==> config.mk <==
export PLATFORM = sky130hd
export DESIGN_NAME = uvma_axis_pkt_sink_flat
export DESIGN_NICKNAME = d
export VERILOG_FILES = /design/src/rtl/uvma_axis_pkt_sink_if.sv /design/src/rtl/uvma_axis_pkt_sink.sv /design/src/flat_wrapper.sv
export SDC_FILE = /design/constraint.sdc
export NUM_CORES = 1
export LEC_CHECK = 0
export CAP_MARGIN = 30
export CORE_MARGIN = 5
export CORE_UTILIZATION = 35
export CTS_CLUSTER_SIZE = 40
export DETAILED_ROUTE_END_ITERATION = 8
export PLACE_DENSITY = 0.64
export SLEW_MARGIN = 0
export SYNTH_ARGS = -nofsm -noshare
export SYNTH_HDL_FRONTEND = slang
export SYNTH_SLANG_ARGS = --single-unit
==> constraint.sdc <==
create_clock -name clk -period 4.5 [get_ports clk]
set_input_delay 0.675 -clock clk [delete_from_list [all_inputs] [get_ports clk]]
set_output_delay 0.675 -clock clk [all_outputs]
set_load 0.01 [all_outputs]
### Track usage over the die

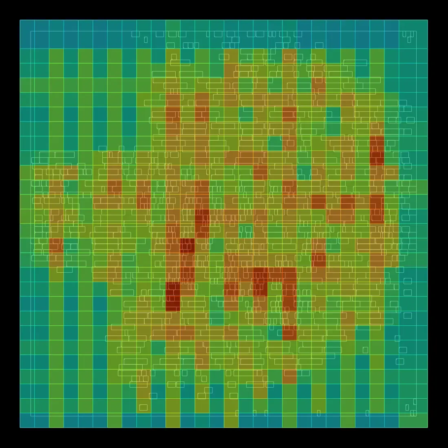
GRT Resource Usage Total: 13.6%
met2 Resource Use GR: 22.5%
global-route track usage on met3: 2.65%
global routing met1 resource utilization: 18.6%

### Cell sizes after repair

The bar under the picture is 50 µm long.
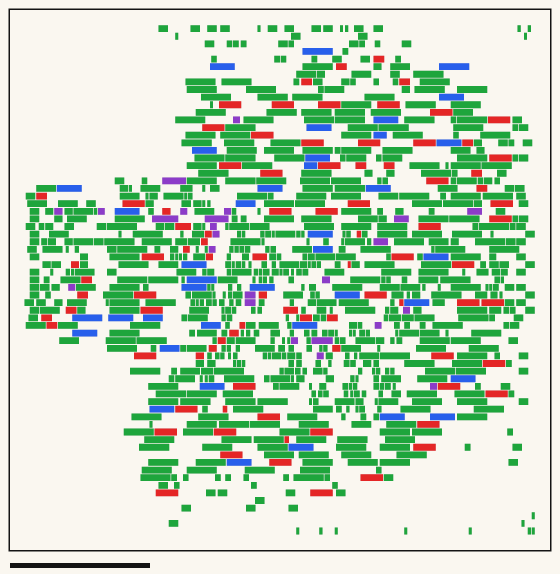
Purple stands for _3 and _4 cells, cells 24, share 2.6%. Red stands for _2 cells, cells 87, share 9.4%. Blue stands for _6 and larger, cells 39, share 4.2%. Green stands for _0 and _1 cells, cells 780, share 84%.
post-route standard cell area excluding fillers: 14,100 µm²
layout overhead on the synthesized area: 19.9%
count of plain and timing-repair buffers: 108

==> run_results.csv <==
group,metric,value,unit
pwr,p_switching,0.00123,W
run_status,status,"finished clean",
yosys,yosys-stat-area,11700,µm²
placement,gpl_congestion,0.818,
worst_setup_path,crit_chain,"xnor2_1, or3b_2, buf_4, and2_1, clkdlybuf4s50_1",
cts,numClockSinks,270,
pwr,internal_power,0.00436,W
cts,cts_setup_buffers,0,
yosys,async_flop_share,0,%
pwr,power_frac_seq,49.0,%
pwr,power.clock.fraction,41.2,%
yosys,simple_gate_fraction_of_synth_area,11.6,%
pwr,seq-power,0.00274,W
layout,buffering_overhead,7.78,%
layout,drive_gt1_share,16.1,%
layout,sh_seq_area,52.5,%
layout,mostFrequentLayoutCell,"sky130_fd_sc_hd__edfxtp_1",
global_route,pin_count_of_the_biggest_net_entering_global_routing,50,
placement,placed_cells_incl_taps,1326,
layout,flops,270,
drt,wl_met3,1470,µm
layout,layout.cells.largest_class,"flip-flops and latches",
cts,cts_tree,"done",
yosys,ys_seq_elements,270,
pwr,irDropWorstVdd,0.000266,V
global_route,grt_remaining_overflow,0,
worst_setup_path,critPathArrivalTime,2.99,ns
layout,largest_register_ffs,196,
worst_setup_path,crit_path_start_kind,"register",
drt,detailedRoute.firstPassIterationCount,5,
cts,ctsLongestPathBuffers,3,
yosys,synth-adder-area-share,1.73,%
layout,finish.utilization,42.2,%
worst_hold_path,timing.hold.worst.class,"reg2reg",
worst_setup_path,critical_path_depth,5,
yosys,ys_sh_xor,1.78,%
layout,clk_share,6.68,%
placement,dp_hpwl,16100,µm
cts,clk_latency,0.55,ns
sta,setup_viol_count_final,0,
drt,routed_wirelength,25200,µm
cts,root_driver,"sky130_fd_sc_hd__clkbuf_16",
sta,timing_max_transition_violations_final,0,
yosys,postSynthAreaPerCell,14.4,µm²
layout,comb_cells,483,
pwr,power_top_consumer,"sequential cells",
sta,max_slew_margin,44.6,%
yosys,synthDominantCellAreaShare,50.2,%
yosys,yosysSeqAreaShare,62.9,%
die,design.portCount,142,
worst_setup_path,critPathBufInv,2,
pwr,power.static_leakage,4.66,nW
yosys,edf_count,196,
yosys,muxShareOfSynthArea,11.6,%
layout,comb_area,4020,µm²
yosys,synth.comb.largest_family,"simple AND/OR/NAND/NOR gates",
cts,cts.clk_slew.worst_paths,0.06,ns
yosys,synth_area,11700,µm²
worst_setup_path,reg2reg_setup_slack,1.36,ns
sta,tightest_slew,0.821,ns
pwr,power.share.combinational,9.9,%
pwr,power.clock.total,0.00230,W
die,fp_util,35.2,%
drt,uppermost_layer_routed,"met4",
drt,antenna_left,0,
worst_setup_path,critical-path-max-stage-delay,0.78,ns
drt,met2_length,12000,µm
die,floorplan.core_area,33300,µm²
sta,period_minus_slack,3.66,ns
sta,hold_viol_final,0,
Power and IR drop assume default switching activity.
